Figure 1. Routing congestion (run 1).
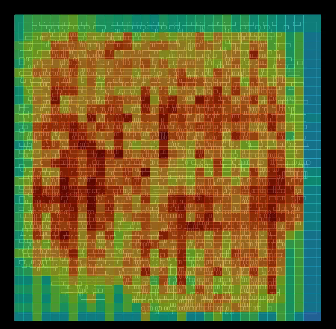
Figure 2. Ports around the boundary (run 1).
Pins as bars across the die edge, other pins in grey.
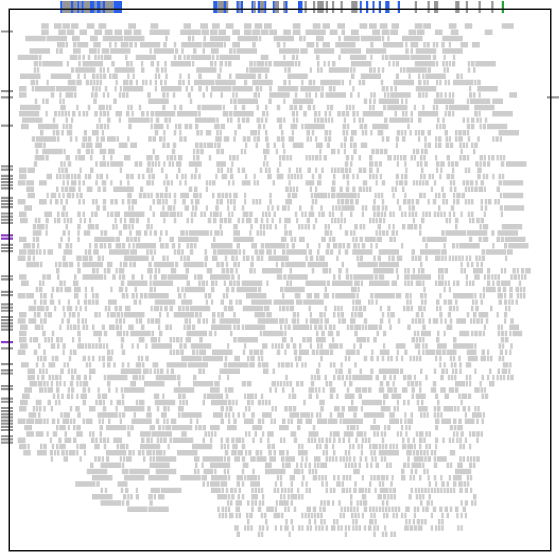
Figure 3. Routed metal, one colour a layer (run 1).
Scale bar: 50 um.
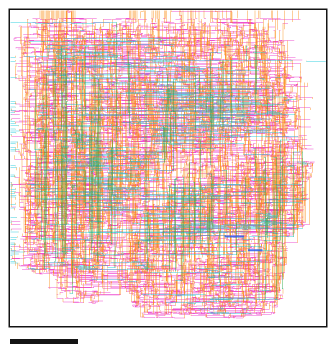
--- config.mk ---
export PLATFORM = sky130hd
export DESIGN_NAME = mult_div_unit_flat
export DESIGN_NICKNAME = d
export VERILOG_FILES = /design/src/rtl/mult_div_unit_pkg.sv /design/src/rtl/mult_div_unit_if.sv /design/src/rtl/mult_div_unit_md_step.sv /design/src/rtl/mult_div_unit.sv /design/src/flat_wrapper.sv
export SDC_FILE = /design/constraint.sdc
export NUM_CORES = 1
export LEC_CHECK = 0
export ABC_AREA = 1
export CORE_MARGIN = 3
export CORE_UTILIZATION = 39
export CTS_CLUSTER_DIAMETER = 100
export DETAILED_ROUTE_END_ITERATION = 7
export SLEW_MARGIN = 15
export SYNTH_ARGS = -nofsm -noshare
export SYNTH_HDL_FRONTEND = slang
export SYNTH_HIERARCHICAL = 1
export SYNTH_SLANG_ARGS = --single-unit
--- constraint.sdc ---
create_clock -name clk -period 4 [get_ports clk]
set_clock_uncertainty 0.2 [all_clocks]
set_input_delay 0.8 -clock clk [delete_from_list [all_inputs] [get_ports clk]]
set_output_delay 0.8 -clock clk [all_outputs]
set_load 0.005 [all_outputs]
--- src/rtl/mult_div_unit_pkg.sv ---
// -----------------------------------------------------------------------------
// mult_div_unit_pkg
// Shared definitions for the HI/LO multiply/divide unit: default datapath
// widths (also used by the register file and ALU), op encodings and the FSM
// state type.
// -----------------------------------------------------------------------------
package mult_div_unit_pkg;

    localparam int unsigned MD_WIDTH = 32;
    localparam int unsigned MD_CNT_W = 5;

    typedef enum logic [2:0] {
        OP_MULT  = 3'b000,
        OP_MULTU = 3'b001,
        OP_DIV   = 3'b010,
        OP_DIVU  = 3'b011,
        OP_MTHI  = 3'b100,
        OP_MTLO  = 3'b101
    } md_op_e;

    typedef enum logic [1:0] {
        StIdle = 2'd0,
        StRun  = 2'd1,
        StFix  = 2'd2
    } md_state_e;

    // Ops 000..011 are the iterative mult/div family.
    function automatic logic md_is_iter_op(input logic [2:0] op);
        return ~op[2];
    endfunction

endpackage

--- src/rtl/mult_div_unit_if.sv ---
// -----------------------------------------------------------------------------
// mult_div_unit_if
// Issue/result bundle between pipeline control and the mult/div unit.
//   start, op, flush, Rs, Rt : issue side (driven by master)
//   Hi, Lo, busy, done       : result/status side (driven by slave)
// -----------------------------------------------------------------------------
interface mult_div_unit_if
    import mult_div_unit_pkg::*;
#(
    parameter int unsigned WIDTH = MD_WIDTH
);
    logic             start;
    logic [2:0]       op;
    logic             flush;
    logic [WIDTH-1:0] Rs;
    logic [WIDTH-1:0] Rt;
    logic [WIDTH-1:0] Hi;
    logic [WIDTH-1:0] Lo;
    logic             busy;
    logic             done;

    modport master (
        output start, op, flush, Rs, Rt,
        input  Hi, Lo, busy, done
    );

    modport slave (
        input  start, op, flush, Rs, Rt,
        output Hi, Lo, busy, done
    );
endinterface

--- src/rtl/mult_div_unit_md_step.sv ---
// -----------------------------------------------------------------------------
// md_step
// Combinational single iteration of the mult/div datapath.
//   i_is_div : 0 = shift-add multiply, 1 = restoring divide
//   i_acc    : upper half (partial product / partial remainder)
//   i_sreg   : lower half (multiplier bits / dividend-then-quotient bits)
//   i_opnd   : multiplicand (mul) or divisor (div), unsigned magnitude
//   o_acc, o_sreg : next-iteration halves
//   o_qbit   : quotient bit produced this iteration (0 for multiply)
// -----------------------------------------------------------------------------
module md_step
    import mult_div_unit_pkg::*;
#(
    parameter int unsigned WIDTH = MD_WIDTH
) (
    input  logic             i_is_div,
    input  logic [WIDTH-1:0] i_acc,
    input  logic [WIDTH-1:0] i_sreg,
    input  logic [WIDTH-1:0] i_opnd,
    output logic [WIDTH-1:0] o_acc,
    output logic [WIDTH-1:0] o_sreg,
    output logic             o_qbit
);

    logic [WIDTH:0]   w_sum;
    logic [WIDTH:0]   w_rem;
    logic [WIDTH-1:0] w_diff;
    logic             w_ge;

    always_comb begin
        // Multiply: add multiplicand if the current multiplier LSB is set,
        // then shift {carry, acc, sreg} right by one.
        w_sum  = {1'b0, i_acc} + {1'b0, (i_sreg[0] ? i_opnd : {WIDTH{1'b0}})};
        // Divide: shift {acc, sreg} left by one, trial-subtract the divisor.
        w_rem  = {i_acc, i_sreg[WIDTH-1]};
        w_ge   = (w_rem >= {1'b0, i_opnd});
        // Only used when w_ge, where the true difference is < divisor and so
        // fits in WIDTH bits; the dropped top bit is always zero.
        w_diff = w_rem[WIDTH-1:0] - i_opnd;

        if (i_is_div) begin
            o_qbit = w_ge;
            o_acc  = w_ge ? w_diff : w_rem[WIDTH-1:0];
            o_sreg = {i_sreg[WIDTH-2:0], w_ge};
        end else begin
            o_qbit = 1'b0;
            o_acc  = w_sum[WIDTH:1];
            o_sreg = {w_sum[0], i_sreg[WIDTH-1:1]};
        end
    end

endmodule

--- src/rtl/mult_div_unit.sv ---
// -----------------------------------------------------------------------------
// mult_div_unit
// Iterative HI/LO multiply/divide unit. MULT/MULTU/DIV/DIVU run one bit per
// cycle (32 iterations + one sign-fix cycle); MTHI/MTLO write in one cycle.
//   clk : clock
//   rst : asynchronous active-low reset
//   bus : slave side of mult_div_unit_if (start/op/flush/Rs/Rt in,
//         Hi/Lo/busy/done out)
// -----------------------------------------------------------------------------
module mult_div_unit
    import mult_div_unit_pkg::*;
#(
    parameter int unsigned WIDTH = MD_WIDTH,
    parameter int unsigned CNT_W = MD_CNT_W
) (
    input logic            clk,
    input logic            rst,
    mult_div_unit_if.slave bus
);

    md_state_e        r_state, w_state_d;
    logic [CNT_W-1:0] r_cnt, w_cnt_d;
    logic [WIDTH-1:0] r_acc, w_acc_d;
    logic [WIDTH-1:0] r_sreg, w_sreg_d;
    logic [WIDTH-1:0] r_opnd, w_opnd_d;
    logic [WIDTH-1:0] r_rs_raw, w_rs_raw_d;
    logic             r_is_div, w_is_div_d;
    logic             r_neg_res, w_neg_res_d;
    logic             r_neg_rem, w_neg_rem_d;
    logic             r_div0, w_div0_d;
    logic [WIDTH-1:0] r_hi, w_hi_d;
    logic [WIDTH-1:0] r_lo, w_lo_d;
    logic             r_done, w_done_d;

    logic [WIDTH-1:0]   w_step_acc;
    logic [WIDTH-1:0]   w_step_sreg;
    logic               w_step_qbit;
    logic               w_op_signed;
    logic               w_op_div;
    logic [WIDTH-1:0]   w_abs_rs;
    logic [WIDTH-1:0]   w_abs_rt;
    logic [2*WIDTH-1:0] w_prod;
    logic [2*WIDTH-1:0] w_prod_fix;
    logic [WIDTH-1:0]   w_quo_fix;
    logic [WIDTH-1:0]   w_rem_fix;

    md_step #(
        .WIDTH (WIDTH)
    ) u_md_step (
        .i_is_div (r_is_div),
        .i_acc    (r_acc),
        .i_sreg   (r_sreg),
        .i_opnd   (r_opnd),
        .o_acc    (w_step_acc),
        .o_sreg   (w_step_sreg),
        .o_qbit   (w_step_qbit)
    );

    // Even op codes in the iterative family are the signed variants.
    assign w_op_signed = ~bus.op[0];
    assign w_op_div    = bus.op[1];
    assign w_abs_rs    = (w_op_signed && bus.Rs[WIDTH-1]) ? -bus.Rs : bus.Rs;
    assign w_abs_rt    = (w_op_signed && bus.Rt[WIDTH-1]) ? -bus.Rt : bus.Rt;

    // Sign correction applied in the FIX cycle. Negating 0x80000000 yields
    // itself, which gives the wrap-around result for INT_MIN / -1.
    assign w_prod     = {r_acc, r_sreg};
    assign w_prod_fix = r_neg_res ? -w_prod : w_prod;
    assign w_quo_fix  = r_neg_res ? -r_sreg : r_sreg;
    assign w_rem_fix  = r_neg_rem ? -r_acc : r_acc;

    always_comb begin
        w_state_d   = r_state;
        w_cnt_d     = r_cnt;
        w_acc_d     = r_acc;
        w_sreg_d    = r_sreg;
        w_opnd_d    = r_opnd;
        w_rs_raw_d  = r_rs_raw;
        w_is_div_d  = r_is_div;
        w_neg_res_d = r_neg_res;
        w_neg_rem_d = r_neg_rem;
        w_div0_d    = r_div0;
        w_hi_d      = r_hi;
        w_lo_d      = r_lo;
        w_done_d    = 1'b0;

        unique case (r_state)
            StIdle: begin
                if (bus.start) begin
                    if (md_is_iter_op(bus.op)) begin
                        w_is_div_d  = w_op_div;
                        w_rs_raw_d  = bus.Rs;
                        w_neg_res_d = w_op_signed & (bus.Rs[WIDTH-1] ^ bus.Rt[WIDTH-1]);
                        w_neg_rem_d = w_op_signed & w_op_div & bus.Rs[WIDTH-1];
                        w_div0_d    = w_op_div & (bus.Rt == '0);
                        w_acc_d     = '0;
                        w_cnt_d     = '0;
                        // Multiply keeps the multiplier in sreg; divide shifts
                        // the dividend out of sreg while quotient bits enter.
                        w_sreg_d    = w_op_div ? w_abs_rs : w_abs_rt;
                        w_opnd_d    = w_op_div ? w_abs_rt : w_abs_rs;
                        w_state_d   = StRun;
                    end else if (bus.op == OP_MTHI) begin
                        w_hi_d = bus.Rs;
                    end else if (bus.op == OP_MTLO) begin
                        w_lo_d = bus.Rs;
                    end
                end
            end
            StRun: begin
                if (bus.flush) begin
                    w_state_d = StIdle;
                end else begin
                    w_acc_d  = w_step_acc;
                    w_sreg_d = w_step_sreg;
                    w_cnt_d  = r_cnt + 1'b1;
                    if (r_cnt == CNT_W'(WIDTH - 1)) begin
                        w_state_d = StFix;
                    end
                end
            end
            StFix: begin
                w_state_d = StIdle;
                if (!bus.flush) begin
                    w_done_d = 1'b1;
                    if (!r_is_div) begin
                        w_hi_d = w_prod_fix[2*WIDTH-1:WIDTH];
                        w_lo_d = w_prod_fix[WIDTH-1:0];
                    end else if (r_div0) begin
                        w_hi_d = r_rs_raw;
                        w_lo_d = '1;
                    end else begin
                        w_hi_d = w_rem_fix;
                        w_lo_d = w_quo_fix;
                    end
                end
            end
            default: begin
                w_state_d = StIdle;
            end
        endcase
    end

    always_ff @(posedge clk or negedge rst) begin
        if (!rst) begin
            r_state   <= StIdle;
            r_cnt     <= '0;
            r_acc     <= '0;
            r_sreg    <= '0;
            r_opnd    <= '0;
            r_rs_raw  <= '0;
            r_is_div  <= 1'b0;
            r_neg_res <= 1'b0;
            r_neg_rem <= 1'b0;
            r_div0    <= 1'b0;
            r_hi      <= '0;
            r_lo      <= '0;
            r_done    <= 1'b0;
        end else begin
            r_state   <= w_state_d;
            r_cnt     <= w_cnt_d;
            r_acc     <= w_acc_d;
            r_sreg    <= w_sreg_d;
            r_opnd    <= w_opnd_d;
            r_rs_raw  <= w_rs_raw_d;
            r_is_div  <= w_is_div_d;
            r_neg_res <= w_neg_res_d;
            r_neg_rem <= w_neg_rem_d;
            r_div0    <= w_div0_d;
            r_hi      <= w_hi_d;
            r_lo      <= w_lo_d;
            r_done    <= w_done_d;
        end
    end

    assign bus.Hi   = r_hi;
    assign bus.Lo   = r_lo;
    assign bus.busy = (r_state != StIdle);
    assign bus.done = r_done;

endmodule
--- src/flat_wrapper.sv ---
// flat-port wrapper written by rule: the top's interface ports become plain ports
module mult_div_unit_flat import mult_div_unit_pkg::*;
#(
    parameter int unsigned WIDTH = MD_WIDTH,
    parameter int unsigned CNT_W = MD_CNT_W
)
  (clk, rst, bus_start, bus_op, bus_flush, bus_Rs, bus_Rt, bus_Hi, bus_Lo, bus_busy, bus_done);
  mult_div_unit_if #(.WIDTH(WIDTH)) bus_i ();
  input logic clk;
  input logic rst;
  input wire logic [$bits(bus_i.start)-1:0] bus_start;
  input wire logic [$bits(bus_i.op)-1:0] bus_op;
  input wire logic [$bits(bus_i.flush)-1:0] bus_flush;
  input wire logic [$bits(bus_i.Rs)-1:0] bus_Rs;
  input wire logic [$bits(bus_i.Rt)-1:0] bus_Rt;
  output wire logic [$bits(bus_i.Hi)-1:0] bus_Hi;
  output wire logic [$bits(bus_i.Lo)-1:0] bus_Lo;
  output wire logic [$bits(bus_i.busy)-1:0] bus_busy;
  output wire logic [$bits(bus_i.done)-1:0] bus_done;
  assign bus_i.start = bus_start;
  assign bus_i.op = bus_op;
  assign bus_i.flush = bus_flush;
  assign bus_i.Rs = bus_Rs;
  assign bus_i.Rt = bus_Rt;
  assign bus_Hi = bus_i.Hi;
  assign bus_Lo = bus_i.Lo;
  assign bus_busy = bus_i.busy;
  assign bus_done = bus_i.done;
  mult_div_unit #(.WIDTH(WIDTH), .CNT_W(CNT_W)) u_core (.clk(clk), .rst(rst), .bus(bus_i));
endmodule
==> ci_impl_report.md, run 1 <==
### Flow metrics

| Metric | Value |
|---|---|
| Count of final hold-check violations | 0 |
| WP data arrival | 3.61 ns |
| Clock Tree Root | clkbuf_16 |
| Tap cells | 672 |
| Most frequent logic cell in the layout | nand2_1 |
| Non-clk buf share | 0.0877 |
| DR WL met2 | 40500 um |
| CP peak stage delay | 0.59 ns |
| Fin crit share | 0.845 |
| Logic cell area | 13200 um^2 |
| Flop area | 5110 um^2 |
| Met3 Track Usage GR | 0.0784 |
| Final worst slack | 0.620 ns |
| Tightest Pin Transition | 1.00 ns |
| CP Capture Point | u_core/r_acc[18]$_DFFE_PN0P_ |
| Clock latency at the later pin of the worst-skew pair | 0.56 ns |
| CTS sink count | 204 |
| Area grow syn2layout | 15.8% |
| Final net count | 3759 |
| Num CTS Buffers | 26 |
| Initial core utilization | 0.399 |
| GR Util met2 | 0.519 |
| Seq. pwr | 3.45 mW |
| Top Consumer | combinational cells |
| P_leak | 12.0 nW |
| Internal Power | 7.42 mW |
| Initial antenna violation count | 6 |
| Syn Inst Count | 3489 |
| Max-Cap Viols | 0 |
| Most frequent cells in the layout | nand2_1, nor2_1, inv_1 |
| Dominant kind of cell by area | logic gates |
| Outcome | completed |
| DR iter-0 viols | 3468 |
| Synthesis Warnings | 6 |
| Layout cells sized above 1 | 0.0561 |
| First-pass GRT wire length | 141000 um |
| Nets at Floorplan | 3632 |
| Reg clk slew, reported paths | 0.06 ns |
| Net switching power | 8.42 mW |
| Clock-cell share | 0.0358 |
| RSZ-0062 raised after global routing | no |
| Placed inst area | 22600 um^2 |
| # DRC | 0 |
| CLK BUF | 39 |
| Most frequent CP cell | nand2_1 |
| Post-Place Cells | 4260 |
| CTS tree | done |
| Power Clock | 2.36 mW |
| CP Buf/Inv Count | 3 |
| RePlAce Congestion | 1.04 |
| Post-Syn Area | 20300 um^2 |
## Picture notes: Figure 1
Final Util: 0.463
WL/cell: 22.3 um
gr busiest metal: met2

## Picture notes: Figure 2
`bus_op` -> purple  # pins 3, direction input, edge left
`bus_Lo` -> blue  # pins 32, direction output, edge top
`rst` -> green  # pins 1, direction input, edge top
Die X: 234 um
chip height: 234 um

## Picture notes: Figure 3
met4 -> green  # wire length 5390 um
met3 -> cyan  # wire length 10400 um
met2 -> orange  # wire length 40.5 mm
met1 -> magenta  # wire length 39.8 mm
met5 -> blue  # wire length 22.1 um
routed wire length: 96100 um
via count: 24200

Figure 4. Signal metal coverage by tile (run 1).
Scale bar: 50 um. The die is cut into 23 by 23 equal tiles; dark blue is low, red is high, scaled to the fullest tile. Values are wire area over tile area, all layers added.
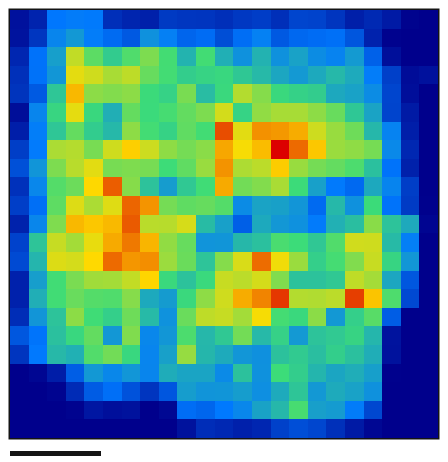

--- run 2 (diff from run 1) ---
Clock period 4 ns to 3.3 ns, I/O delays scaled along.
Figure 5. Signal metal coverage by tile (run 2).
Scale bar: 50 um. The die is cut into 23 by 23 equal tiles; dark blue is low, red is high, scaled to the fullest tile. Values are wire area over tile area, all layers added.
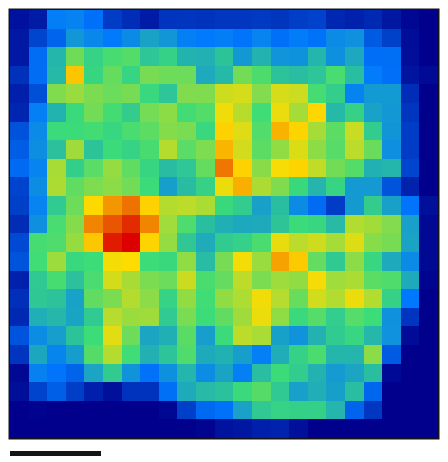
mean over tiles = 0.31
tiles over half the peak = 35%
fullest tile = 0.79
WL/cell: 22.4 um
Tot GR Track Use: 0.352
routed wire length: 97600 um
via count: 24400

==> ci_impl_report.md, run 2 <==
### Flow metrics

| Metric | Value |
|---|---|
| Non-clk buf share | 0.103 (+0.0157) |
| Initial antenna violation count | 8 (+2) |
| Tap cells | 672 (unchanged) |
| Placed inst area | 23100 um^2 (+1.8%) |
| Layout cells sized above 1 | 0.0689 (+0.0128) |
| GR Util met2 | 0.522 (+0.00238) |
| Fin crit share | 0.920 (+0.0747) |
| Chip height | 234 um (unchanged) |
| Clock latency at the later pin of the worst-skew pair | 0.58 ns (+0.02 ns) |
| Post-Syn Area | 20300 um^2 (unchanged) |
| Final Util | 0.472 (+0.00990) |
| Clock Tree Root | clkbuf_16 |
| First-pass GRT wire length | 144000 um (+1.8%) |
| Tightest Pin Transition | 1.13 ns (+0.123 ns) |
| CP Capture Point | u_core/r_acc[24]$_DFFE_PN0P_ |
| Power Clock | 3.12 mW (+32%) |
| P_leak | 12.3 nW (+2.2%) |
| Most frequent CP cell | nand2_1 |
| Max-Cap Viols | 0 (unchanged) |
| WP data arrival | 3.28 ns (-0.33 ns) |
| Count of final hold-check violations | 0 (unchanged) |
| CP peak stage delay | 0.46 ns (-0.13 ns) |
| CLK BUF | 35 (-10%) |
| Dominant kind of cell by area | logic gates |
| Achievable Freq | 329 MHz |
| DR iter-0 viols | 3358 (-3.2%) |
| Logic cell area | 13200 um^2 (unchanged) |
| Final net count | 3808 (+1.3%) |
| Net switching power | 10.5 mW (+25%) |
| Area grow syn2layout | 18.3% |
| CTS tree | done |
| RePlAce Congestion | 1.07 (+2.5%) |
| Synthesis Warnings | 6 (unchanged) |
| Die X | 234 um (unchanged) |
| Nets at Floorplan | 3632 (unchanged) |
| # DRC | 0 (unchanged) |
| Seq. pwr | 4.10 mW (+19%) |
| Non-clk invs | 394 |
| Num CTS Buffers | 26 (unchanged) |
| Setup violations, final | 0 |
| Post-Place Cells | 4308 (+1.1%) |
| Initial core utilization | 0.399 (unchanged) |
| Outcome | completed |
| CTS sink count | 204 (unchanged) |
| Internal Power | 9.42 mW (+27%) |
| Top Consumer | combinational cells |
| Most frequent logic cell in the layout | nand2_1 |
| Clock-cell share | 0.0386 (+0.00280) |
| Syn Inst Count | 3489 (unchanged) |
| RSZ-0062 raised after global routing | no |
| Setup bufs post-CTS | 0 |
| CP Buf/Inv Count | 3 (unchanged) |
Power figures rest on the tool's default switching activity, not on a simulated workload.
